Fig. 1: nets reached from selected ports
Drawn at 8 px/micron.
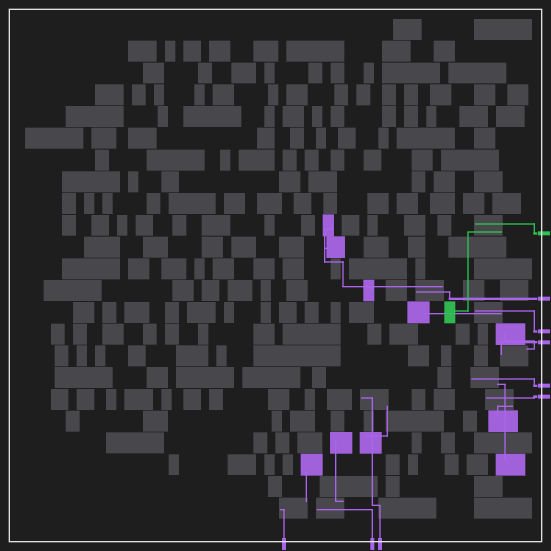
Fig. 2: gate-type map
Drawn at 6 px/micron.
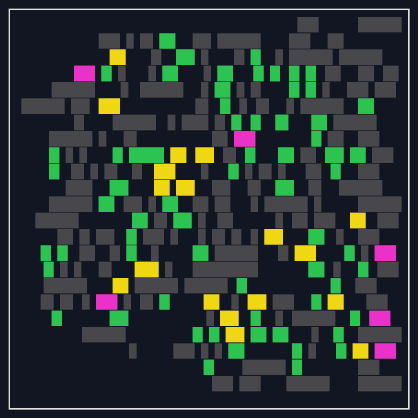
Fig. 3: clock wiring as the flow saved it
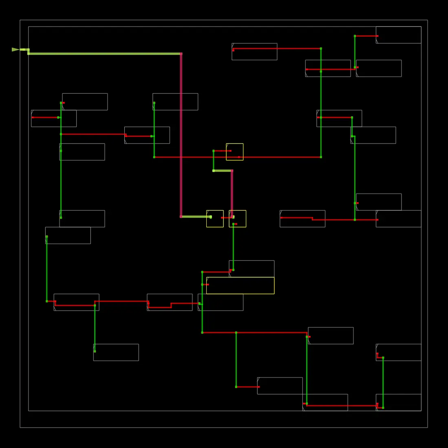
## src/rtl/d_phy_transmitter.sv

```systemverilog
// HS-only D-PHY data-lane transmitter: one HS burst per packet (HS-zero, sync 0xB8, payload, trail)
// emitted as 2 bits per clock_p cycle, with clock-lane gating around the burst.
module d_phy_transmitter #(
   parameter int unsigned CLK_PRE_CYCLES  = 8,
   parameter int unsigned HS_ZERO_CYCLES  = 6,
   parameter int unsigned TRAIL_CYCLES    = 4,
   parameter int unsigned CLK_POST_CYCLES = 16
) (
   input  logic       clock_p,
   input  logic       reset,
   input  logic       in_valid,
   input  logic [7:0] in_data,
   input  logic       in_last,
   output logic       in_ready,
   output logic [1:0] dout,
   output logic       hs_active,
   output logic       clock_active,
   output logic       busy,
   output logic       underflow
);

   typedef enum logic [2:0] {
      StIdle, StClkPre, StHsZero, StSync, StData, StTrail, StClkPost
   } state_e;

   state_e     state_q, state_d;
   logic [7:0] cnt_q, cnt_d;
   logic [1:0] ph_q, ph_d;
   logic [7:0] sr_q, sr_d;
   logic       last_flag_q, last_flag_d;
   logic       last_bit_q, last_bit_d;
   logic       hs_active_q, hs_active_d;
   logic       clock_active_q, clock_active_d;
   logic       busy_q, busy_d;
   logic       underflow_q, underflow_d;
   logic       load_cyc;

   // A byte is fetched on the last phase of sync, and of every payload byte not flagged last.
   assign load_cyc = (ph_q == 2'd3) &&
                     ((state_q == StSync) || ((state_q == StData) && !last_flag_q));
   assign in_ready = load_cyc;

   always_comb begin
      state_d        = state_q;
      cnt_d          = cnt_q;
      ph_d           = ph_q;
      sr_d           = sr_q;
      last_flag_d    = last_flag_q;
      last_bit_d     = last_bit_q;
      hs_active_d    = hs_active_q;
      clock_active_d = clock_active_q;
      busy_d         = busy_q;
      underflow_d    = 1'b0;

      unique case (state_q)
         StIdle: begin
            if (in_valid) begin
               state_d        = StClkPre;
               cnt_d          = 8'(CLK_PRE_CYCLES - 1);
               clock_active_d = 1'b1;
               busy_d         = 1'b1;
            end
         end
         StClkPre: begin
            if (cnt_q == 8'd0) begin
               state_d     = StHsZero;
               cnt_d       = 8'(HS_ZERO_CYCLES - 1);
               hs_active_d = 1'b1;
            end else begin
               cnt_d = cnt_q - 8'd1;
            end
         end
         StHsZero: begin
            if (cnt_q == 8'd0) begin
               state_d    = StSync;
               sr_d       = 8'hB8;
               ph_d       = 2'd0;
               last_bit_d = 1'b1;
            end else begin
               cnt_d = cnt_q - 8'd1;
            end
         end
         StSync, StData: begin
            sr_d = {2'b00, sr_q[7:2]};
            ph_d = ph_q + 2'd1;
            if (ph_q == 2'd3) begin
               if (load_cyc && in_valid) begin
                  state_d     = StData;
                  sr_d        = in_data;
                  last_flag_d = in_last;
                  last_bit_d  = in_data[7];
               end else begin
                  // Either the flagged last byte is done or upstream starved us.
                  underflow_d = load_cyc;
                  state_d     = StTrail;
                  cnt_d       = 8'(TRAIL_CYCLES - 1);
                  sr_d        = {8{~last_bit_q}};
               end
            end
         end
         StTrail: begin
            if (cnt_q == 8'd0) begin
               state_d     = StClkPost;
               cnt_d       = 8'(CLK_POST_CYCLES - 1);
               hs_active_d = 1'b0;
               sr_d        = 8'h00;
            end else begin
               cnt_d = cnt_q - 8'd1;
            end
         end
         StClkPost: begin
            if (cnt_q == 8'd0) begin
               state_d        = StIdle;
               ph_d           = 2'd0;
               last_flag_d    = 1'b0;
               last_bit_d     = 1'b0;
               clock_active_d = 1'b0;
               busy_d         = 1'b0;
            end else begin
               cnt_d = cnt_q - 8'd1;
            end
         end
         default: begin
            state_d        = StIdle;
            cnt_d          = 8'd0;
            ph_d           = 2'd0;
            sr_d           = 8'h00;
            hs_active_d    = 1'b0;
            clock_active_d = 1'b0;
            busy_d         = 1'b0;
         end
      endcase
   end

   always_ff @(posedge clock_p) begin
      if (reset) begin
         state_q        <= StIdle;
         cnt_q          <= 8'd0;
         ph_q           <= 2'd0;
         sr_q           <= 8'h00;
         last_flag_q    <= 1'b0;
         last_bit_q     <= 1'b0;
         hs_active_q    <= 1'b0;
         clock_active_q <= 1'b0;
         busy_q         <= 1'b0;
         underflow_q    <= 1'b0;
      end else begin
         state_q        <= state_d;
         cnt_q          <= cnt_d;
         ph_q           <= ph_d;
         sr_q           <= sr_d;
         last_flag_q    <= last_flag_d;
         last_bit_q     <= last_bit_d;
         hs_active_q    <= hs_active_d;
         clock_active_q <= clock_active_d;
         busy_q         <= busy_d;
         underflow_q    <= underflow_d;
      end
   end

   assign dout         = sr_q[1:0];
   assign hs_active    = hs_active_q;
   assign clock_active = clock_active_q;
   assign busy         = busy_q;
   assign underflow    = underflow_q;

endmodule

```

## config.mk

```make
export PLATFORM = sky130hd
export DESIGN_NAME = d_phy_transmitter
export DESIGN_NICKNAME = d
export VERILOG_FILES = /design/src/rtl/d_phy_transmitter.sv
export SDC_FILE = /design/constraint.sdc
export NUM_CORES = 1
export LEC_CHECK = 0
export CAP_MARGIN = 25
export CELL_PAD_IN_SITES_DETAIL_PLACEMENT = 1
export CELL_PAD_IN_SITES_GLOBAL_PLACEMENT = 1
export CORE_UTILIZATION = 40
export CTS_BUF_LIST = sky130_fd_sc_hd__clkbuf_4
export CTS_CLUSTER_DIAMETER = 40
export CTS_CLUSTER_SIZE = 28
export DETAILED_ROUTE_END_ITERATION = 6
export PLACE_DENSITY = 0.76
export SETUP_SLACK_MARGIN = 0.05
export SYNTH_ARGS = -nofsm -noshare
export SYNTH_HDL_FRONTEND = slang
export SYNTH_SLANG_ARGS = --single-unit
```

## constraint.sdc

```tcl
create_clock -name clock_p -period 3.28 [get_ports clock_p]
set_clock_uncertainty 0.2 [all_clocks]
set_input_delay 0.656 -clock clock_p [delete_from_list [all_inputs] [get_ports clock_p]]
set_output_delay 0.656 -clock clock_p [all_outputs]
set_load 0.01 [all_outputs]
```

==> metrics.yaml <==
r2r_cells: 7
placed_cell_area_sq_um: 1866
final_util: 0.4795
ys_sh_xor: 0.01586
gp_congestion: 0.7676
p_comb_uw: 418
area_growth_pct: 15.79
cts_tree: "yes"
fin_crit_ps: 2949
numClockSinks: 26
buf_share: 0.1213
ioPinCount: 19
p_total_uw: 1039
required_ps: 2420
r2r-start: "cnt_q[0]$_SDFFE_PP0P_"
powerSeq_uw: 391
cp-startpoint: "state_q[0]$_SDFFE_PP0P_"
seq_share: 0.2714
drt_iter0_markers: 87
first_pass_iters: 4
numSynthFlops: 26
well_tap_count: 50
cts.path.max_buffers: 2
fill_cells: 494
syn_nets: 229
hold_path_class: "flop to flop"
nets: 242
worst_skew_pair.late_latency_ps: 330
stdcell_count: 277
relSlewSlack: 0.6313
n_antenna_cell: 0
path_buffers: 2
whs_ps: 276.5
port_buffers: 18
initial_utilization: 0.4141
rows: 23
vias_per_cell: 5.819
numPlacedInstances: 273
aoi_share: 0.3331
p_sw_frac: 0.3732
cts_root_buffer: "clkbuf_4"
status: "finished clean"
route.detailed.drc: 0
hold_end: "sr_q[3]$_SDFFE_PP0P_"
hold_viol: 0
cp_cell_sequence: "buf_4 -> nand3b_1 -> a21boi_0 -> clkdlybuf4s50_1"
yosys-stat-cells: 215
drv_slew: 0
critPathTopFamily: "buffers and inverters"
syn_inst: 215
seqCellArea_sq_um: 520.5
comb_area_sq_um: 1012
fa_ha_area_frac: 0.01511
die_h_microns: 66.36
synthSimpleGateAreaFrac: 0.2107
criticalPathCategory: "flop to output pin"
combPwrFrac: 0.403
use_met1: 0.2940
htreeDepth: 1
ctsHoldBuffers: 0
power_leader: "combinational cells"
top_cell: "dfxtp_1"
topRoutingLayerUsed: "met4"
die_width_microns: 66.36
critPathMaxStageDelay_ps: 580
synthDistinctLibCells: 51
Notes on Fig. 1 above:
| colour | port | bits | direction | edge | end cells | wire |
|---|---|---|---|---|---|---|
| purple | in_data | 8 | input | 5 east, 3 south | 10 | 155 microns |
| green | in_last | 1 | input | east | 1 | 24.6 microns |

Notes on Fig. 2 above:
| colour | family | cells |
|---|---|---|
| yellow | AND-OR and OR-AND gates | 18 |
| magenta | multiplexers | 6 |
| green | inverting AOI/OAI gates | 64 |

Notes on Fig. 3 above:
clock group total power: 230 uW
total CTS buffers: 3
flop count: 26

Power figures rest on the tool's default switching activity, not on a simulated workload.
